$ cat src/rtl/ahb_burst_master.sv
// ---------------------------------------------------------------------------
// ahb_burst_master
//   AHB-Lite bus master that turns single-burst commands from a local
//   controller into pipelined NONSEQ/SEQ word transfers (SINGLE, INCR4,
//   INCR8, INCR16). Read beats come back on rd_valid/rd_data. Each command
//   ends with one done pulse, and done_err marks an ERROR response or a
//   rejected command.
//
// Ports
//   HCLK, HRESET          bus clock, asynchronous active-high reset
//   cmd_valid/cmd_ready   command handshake (ready only while idle)
//   cmd_write/addr/len    burst direction, start byte address, length code
//   wr_pop, wr_data       write word request; wr_data is valid the cycle
//                         after wr_pop
//   rd_valid, rd_data     one pulse per completed read beat
//   done, done_err        per-command completion / error status
//   HSEL..HMASTERLOCK     AHB-Lite master outputs
//   HRDATA, HREADY, HRESP AHB-Lite slave response inputs
// ---------------------------------------------------------------------------
module ahb_burst_master #(
  parameter int unsigned ADDR_WIDTH = 32,
  parameter int unsigned DATA_WIDTH = 32,
  parameter logic [3:0]  HPROT_VAL  = 4'b0011
) (
  input  logic                  HCLK,
  input  logic                  HRESET,
  // command interface
  input  logic                  cmd_valid,
  output logic                  cmd_ready,
  input  logic                  cmd_write,
  input  logic [ADDR_WIDTH-1:0] cmd_addr,
  input  logic [1:0]            cmd_len,
  // write data source
  output logic                  wr_pop,
  input  logic [DATA_WIDTH-1:0] wr_data,
  // read data sink and status
  output logic                  rd_valid,
  output logic [DATA_WIDTH-1:0] rd_data,
  output logic                  done,
  output logic                  done_err,
  // AHB-Lite master port
  output logic                  HSEL,
  output logic [ADDR_WIDTH-1:0] HADDR,
  output logic [1:0]            HTRANS,
  output logic                  HWRITE,
  output logic [2:0]            HSIZE,
  output logic [2:0]            HBURST,
  output logic [3:0]            HPROT,
  output logic                  HMASTERLOCK,
  output logic [DATA_WIDTH-1:0] HWDATA,
  input  logic [DATA_WIDTH-1:0] HRDATA,
  input  logic                  HREADY,
  input  logic                  HRESP
);

  typedef enum logic [2:0] {
    S_IDLE,   // waiting for a command
    S_REJ,    // rejected command: one cycle with done/done_err
    S_ADDR0,  // first address phase (NONSEQ)
    S_SEQ,    // subsequent address phases (SEQ)
    S_LAST,   // IDLE address phase while the final data phase completes
    S_ERR     // second cycle of an ERROR response
  } state_t;

  localparam logic [1:0] TR_IDLE   = 2'b00;
  localparam logic [1:0] TR_NONSEQ = 2'b10;
  localparam logic [1:0] TR_SEQ    = 2'b11;

  state_t                  state_q, state_d;
  logic [1:0]              htrans_q, htrans_d;
  logic [ADDR_WIDTH-1:0]   haddr_q, haddr_d;
  logic                    hwrite_q, hwrite_d;
  logic [2:0]              hburst_q, hburst_d;
  logic [4:0]              beat_q, beat_d;       // address phases accepted
  logic [4:0]              nbeats_q, nbeats_d;   // beats in this burst
  logic                    dp_valid_q, dp_valid_d;
  logic                    dp_write_q, dp_write_d;
  logic                    rd_valid_q, rd_valid_d;
  logic [DATA_WIDTH-1:0]   rd_data_q, rd_data_d;
  logic                    done_q, done_d;
  logic                    done_err_q, done_err_d;
  logic                    wr_first_q;           // first cycle of a write data phase
  logic [DATA_WIDTH-1:0]   hwdata_q;

  // ---------------------------------------------------------------------
  // Command decode
  // ---------------------------------------------------------------------
  logic [4:0]  cmd_beats;
  logic [2:0]  cmd_hburst;
  logic [10:0] cmd_end;
  logic        cmd_illegal;

  always_comb begin
    unique case (cmd_len)
      2'd0:    begin cmd_beats = 5'd1;  cmd_hburst = 3'b000; end
      2'd1:    begin cmd_beats = 5'd4;  cmd_hburst = 3'b011; end
      2'd2:    begin cmd_beats = 5'd8;  cmd_hburst = 3'b101; end
      default: begin cmd_beats = 5'd16; cmd_hburst = 3'b111; end
    endcase
  end

  // Offset just past the last byte within the current 1 KB page; anything
  // above 1024 means the burst would straddle a page.
  assign cmd_end     = {1'b0, cmd_addr[9:0]} + {4'b0000, cmd_beats, 2'b00};
  assign cmd_illegal = (cmd_addr[1:0] != 2'b00) || (cmd_end > 11'd1024);

  // ---------------------------------------------------------------------
  // Bus-phase qualifiers
  // ---------------------------------------------------------------------
  logic       err_first;
  logic [4:0] beat_inc;

  // First ERROR cycle: the slave holds HREADY low while flagging HRESP.
  assign err_first = dp_valid_q && HRESP && !HREADY;
  assign beat_inc  = beat_q + 5'd1;

  // ---------------------------------------------------------------------
  // Next-state and registered-output logic
  // ---------------------------------------------------------------------
  always_comb begin
    // NOTE: every signal gets a default before the case so no path leaves
    // it unassigned; otherwise synthesis infers a latch.
    state_d    = state_q;
    htrans_d   = htrans_q;
    haddr_d    = haddr_q;
    hwrite_d   = hwrite_q;
    hburst_d   = hburst_q;
    beat_d     = beat_q;
    nbeats_d   = nbeats_q;
    done_d     = 1'b0;
    done_err_d = 1'b0;

    // A data phase starts on every edge that accepts a non-IDLE address
    // phase and ends on any edge with HREADY high.
    dp_valid_d = dp_valid_q;
    dp_write_d = dp_write_q;
    if (HREADY) begin
      dp_valid_d = htrans_q[1];
      dp_write_d = hwrite_q;
    end

    rd_valid_d = dp_valid_q && !dp_write_q && HREADY && !HRESP;
    rd_data_d  = rd_valid_d ? HRDATA : rd_data_q;

    unique case (state_q)
      S_IDLE: begin
        if (cmd_valid) begin
          if (cmd_illegal) begin
            state_d    = S_REJ;
            done_d     = 1'b1;
            done_err_d = 1'b1;
          end else begin
            state_d  = S_ADDR0;
            htrans_d = TR_NONSEQ;
            haddr_d  = cmd_addr;
            hwrite_d = cmd_write;
            hburst_d = cmd_hburst;
            nbeats_d = cmd_beats;
            beat_d   = 5'd0;
          end
        end
      end

      S_REJ: state_d = S_IDLE;

      S_ADDR0, S_SEQ: begin
        if (err_first) begin
          // Drop the pending address phase; remaining beats are cancelled.
          state_d  = S_ERR;
          htrans_d = TR_IDLE;
        end else if (HREADY) begin
          beat_d = beat_inc;
          if (beat_inc == nbeats_q) begin
            state_d  = S_LAST;
            htrans_d = TR_IDLE;
          end else begin
            state_d  = S_SEQ;
            htrans_d = TR_SEQ;
            haddr_d  = haddr_q + ADDR_WIDTH'(4);
          end
        end
      end

      S_LAST: begin
        if (err_first) begin
          state_d = S_ERR;
        end else if (HREADY) begin
          state_d = S_IDLE;
          done_d  = 1'b1;
        end
      end

      S_ERR: begin
        if (HREADY) begin
          state_d    = S_IDLE;
          done_d     = 1'b1;
          done_err_d = 1'b1;
        end
      end

      default: state_d = S_IDLE;
    endcase
  end

  // NOTE: state registers use non-blocking assignments so every flop
  // samples pre-edge values regardless of process evaluation order.
  always_ff @(posedge HCLK or posedge HRESET) begin
    if (HRESET) begin
      state_q    <= S_IDLE;
      htrans_q   <= TR_IDLE;
      haddr_q    <= '0;
      hwrite_q   <= 1'b0;
      hburst_q   <= 3'b000;
      beat_q     <= 5'd0;
      nbeats_q   <= 5'd0;
      dp_valid_q <= 1'b0;
      dp_write_q <= 1'b0;
      rd_valid_q <= 1'b0;
      rd_data_q  <= '0;
      done_q     <= 1'b0;
      done_err_q <= 1'b0;
      wr_first_q <= 1'b0;
      hwdata_q   <= '0;
    end else begin
      state_q    <= state_d;
      htrans_q   <= htrans_d;
      haddr_q    <= haddr_d;
      hwrite_q   <= hwrite_d;
      hburst_q   <= hburst_d;
      beat_q     <= beat_d;
      nbeats_q   <= nbeats_d;
      dp_valid_q <= dp_valid_d;
      dp_write_q <= dp_write_d;
      rd_valid_q <= rd_valid_d;
      rd_data_q  <= rd_data_d;
      done_q     <= done_d;
      done_err_q <= done_err_d;
      wr_first_q <= wr_pop;
      // Capture the popped word at the end of its first data-phase cycle
      // and hold it through any wait states.
      if (wr_first_q) hwdata_q <= wr_data;
    end
  end

  // ---------------------------------------------------------------------
  // Outputs
  // ---------------------------------------------------------------------
  // A pop coincides with the edge that accepts a write address phase; the
  // source returns the word one cycle later, i.e. in the first data-phase
  // cycle, where it is forwarded directly and then held from hwdata_q.
  assign wr_pop      = htrans_q[1] && hwrite_q && HREADY;
  assign HWDATA      = wr_first_q ? wr_data : hwdata_q;

  assign cmd_ready   = (state_q == S_IDLE);
  assign HSEL        = (state_q inside {S_ADDR0, S_SEQ, S_LAST, S_ERR});
  assign HTRANS      = htrans_q;
  assign HADDR       = haddr_q;
  assign HWRITE      = hwrite_q;
  assign HBURST      = hburst_q;
  assign HSIZE       = 3'b010;
  assign HPROT       = HPROT_VAL;
  assign HMASTERLOCK = 1'b0;
  assign rd_valid    = rd_valid_q;
  assign rd_data     = rd_data_q;
  assign done        = done_q;
  assign done_err    = done_err_q;

endmodule

$ cat config.mk
export PLATFORM = sky130hd
export DESIGN_NAME = ahb_burst_master
export DESIGN_NICKNAME = d
export VERILOG_FILES = /design/src/rtl/ahb_burst_master.sv
export SDC_FILE = /design/constraint.sdc
export NUM_CORES = 1
export LEC_CHECK = 0
export ABC_AREA = 1
export CAP_MARGIN = 0
export CORE_MARGIN = 2
export CORE_UTILIZATION = 42
export CTS_CLUSTER_SIZE = 40
export DETAILED_ROUTE_END_ITERATION = 6
export GPL_TIMING_DRIVEN = 0
export PLACE_DENSITY = 0.78
export SYNTH_ARGS = -nofsm -noshare
export SYNTH_HDL_FRONTEND = slang
export SYNTH_SLANG_ARGS = --single-unit
$ cat constraint.sdc
create_clock -name HCLK -period 3.8 [get_ports HCLK]
set_input_delay 0.57 -clock HCLK [delete_from_list [all_inputs] [get_ports HCLK]]
set_output_delay 0.57 -clock HCLK [all_outputs]
set_load 0.005 [all_outputs]
==> job_summary.md <==
## Synthesis and layout report

| Metric | Value |
|---|---|
| Top logic family | simple AND/OR/NAND/NOR gates |
| Met1 Use GR | 0.308 |
| Post-route ant nets | 0 |
| Synthesized cell area | ~0.0064 mm² |
| Mapped Cells | around 820 |
| Filler Cells Inserted | 1311 |
| Cts hold-fix bufs | 0 |
| Worst skew pair latency | 420 ps |
| Post-cts resize count | 0 |
| Post-route non-filler standard cell count | ~1300 |
| Final setup vio count | 0 |
| CTS Root Cell | clkbuf_16 |
| Post-CTS Setup Bufs | 0 |
| Unique masters post-synth | 36 |
| FFs w/ async S/R, synth | 1.00 |
| Switching part of the total | 0.355 |
| DPL Wire Length | 13900 µm |
| Critical Path RT | about 3200 ps |
| CTS clk-pin slew, worst paths | ~50 ps |
| Area share, top type | 0.472 |
| Mux cell area share | 0.0566 |
| Crit path kind | flip-flop to output pin |
| Seq pwr share | 0.310 |
| Worst-path maximum fanout | 10 |
| Height of the die | around 130 µm |
| Number of max-cap violations | 0 |
| RSZ-0062 raised after global routing | no |
| Synth Area per Inst | slightly below 8 µm² |
| Site Rows | approximately 44 |
| DRC violations left | 0 |
| DRT iter0 DRCs | roughly 370 |
| CP Depth | 6 |
| Grt met3 use | 0.0540 |
| Crit path arrival time | between 2000 and 2500 ps |
| Max-slew headroom | 0.602 |
| DRT Pass-1 Iters | 5 |
| R2R setup slack | 1910 ps |
| Share of cells above drive strength 1 | 0.107 |
| Met1 WL | ~8300 µm |
| Fin crit share | 0.720 |
| Inverters, non-clock | about 58 |
| Critical path buffers and inverters | 4 |
| Top area cell types | dfrtp_1, nand2_1, mux2_2, nand3_1, nor2_1 |
| Count of buffers from port buffering | about 210 |
| Die area | around 0.016 mm² |
| Core ar. | 0.0146 mm² |
| Minimum clock period | between 2000 and 3000 ps |
| Outcome | complete, no violations |
| CTS max path bufs | 2 |
| Die X | between 100 and 150 µm |
| Worst path top cell family by delay | buffers and inverters |
| Mi-comb count | just over 600 |
| Ports | 220 |
| Pins Over Slew Limit | 0 |
| Metal3 WL | between 1000 and 1500 µm |
| Cells after DPL | about 1200 |
| Total chip power | 7.34 mW |
| CP max stage delay | 500 ps |
| CTS tree | built |
| Gate power share | 0.461 |
| Worst-Margin Slew | ~600 ps |
| Cells in synth_stat.txt | 823 |
| Pin count of the biggest net entering global routing | approximately 64 |
| Basic Gates by Area | 0.340 |
| Nets@finish | between 1000 and 1500 |
| Reg2Reg Capture Point | HADDR[30]$_DFFE_PP0P_ |
| YS chip area | 0.00636 mm² |
| Clk tree area frac | 0.0658 |
| Yosys warns | 0 |
| Buffers, non-clock | roughly 250 |
| EDFF count, synth | 0 |
| Origin of the critical flop-to-flop path | HADDR[2]$_DFFE_PP0P_ |
-- layout by cell type (no fill, tap or decap), types with 13 or more instances in the layout --
master           count
mux2_2              32
clkbuf_16           17
buf_4               13
clkdlybuf4s50_1    211
inv_1               52
o21ai_0             16
nand2_1            363
nand3_1             60
clkbuf_1            13
nor2_1              56
dfrtp_1            120
-- how the worst min path moves through the flow --
stage                                        from                       to  slack, ps  cells after the start
after floorplan            dp_write_q$_DFFE_PP0P_   dp_write_q$_DFFE_PP0P_        440                      2
after global placement       HADDR[0]$_DFFE_PP0P_     HADDR[0]$_DFFE_PP0P_        450                      2
after detailed placement   rd_data[5]$_DFFE_PP0P_   rd_data[5]$_DFFE_PP0P_        460                      2
after CTS                  rd_data[5]$_DFFE_PP0P_   rd_data[5]$_DFFE_PP0P_        470                      2
after global routing      rd_data[29]$_DFFE_PP0P_  rd_data[29]$_DFFE_PP0P_        490                      2
final                      rd_data[4]$_DFFE_PP0P_   rd_data[4]$_DFFE_PP0P_        470                      2
-- through the flow --
step / utilization / instance area, µm² / hold WS [ps] / setup TNS [ps] / setup WS [ps]
final: 0.640 / 9380 / 467 / 0 / 1060
after global routing: 0.640 / 9380 / 487 / 0 / 933
after CTS: 0.640 / 9380 / 471 / 0 / 1050
after detailed placement: 0.598 / 8760 / 458 / 0 / 825
after global placement: 0.596 / 8730 / 449 / -213820 / -1790
after floorplan: - / 6390 / 443 / 0 / 44.2
-- power groups by stage --
stage / logic (mW) / clock network [mW] / registers (mW)
floorplan: 1.68 / 0 / 2.24
global placement: 3.33 / 0 / 2.27
detailed placement: 3.40 / 0 / 2.29
CTS: 3.42 / 1.70 / 2.28
global route: 3.75 / 1.76 / 2.36
finish: 3.38 / 1.68 / 2.28
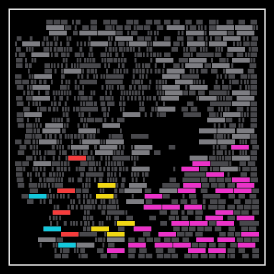
**Above:** sequential cells grouped by signal name.
Drawn at 2 px/µm. Other sequential cells in the stronger gray, the rest of the logic in the fainter gray.
- magenta: hwdata_q (flops 32)
- cyan: HBURST (flops 3)
- yellow: beat_q (flops 5)
- red: nbeats_q (flops 4; where lower left)
sequential share of cell area: 0.320
Seq group: 2.28 mW

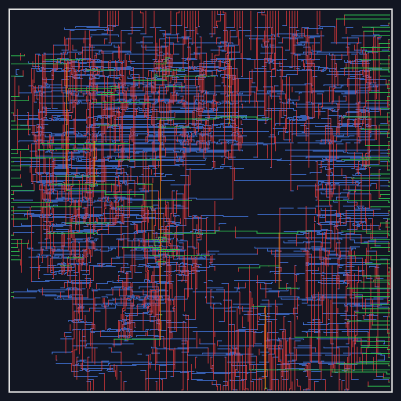
**Above:** routed metal, one color a layer.
Drawn at 3 px/µm.
- orange: M4 (wire length 216 µm)
- red: M2 (wire length 8570 µm)
- blue: M1 (wire length 8310 µm)
- green: M3 (wire length 1360 µm)
routed via count: 6106
WL final: 18500 µm
DR WL/cell: 14.7 µm
GRT Total Usage: 0.232

Power and IR drop assume default switching activity.
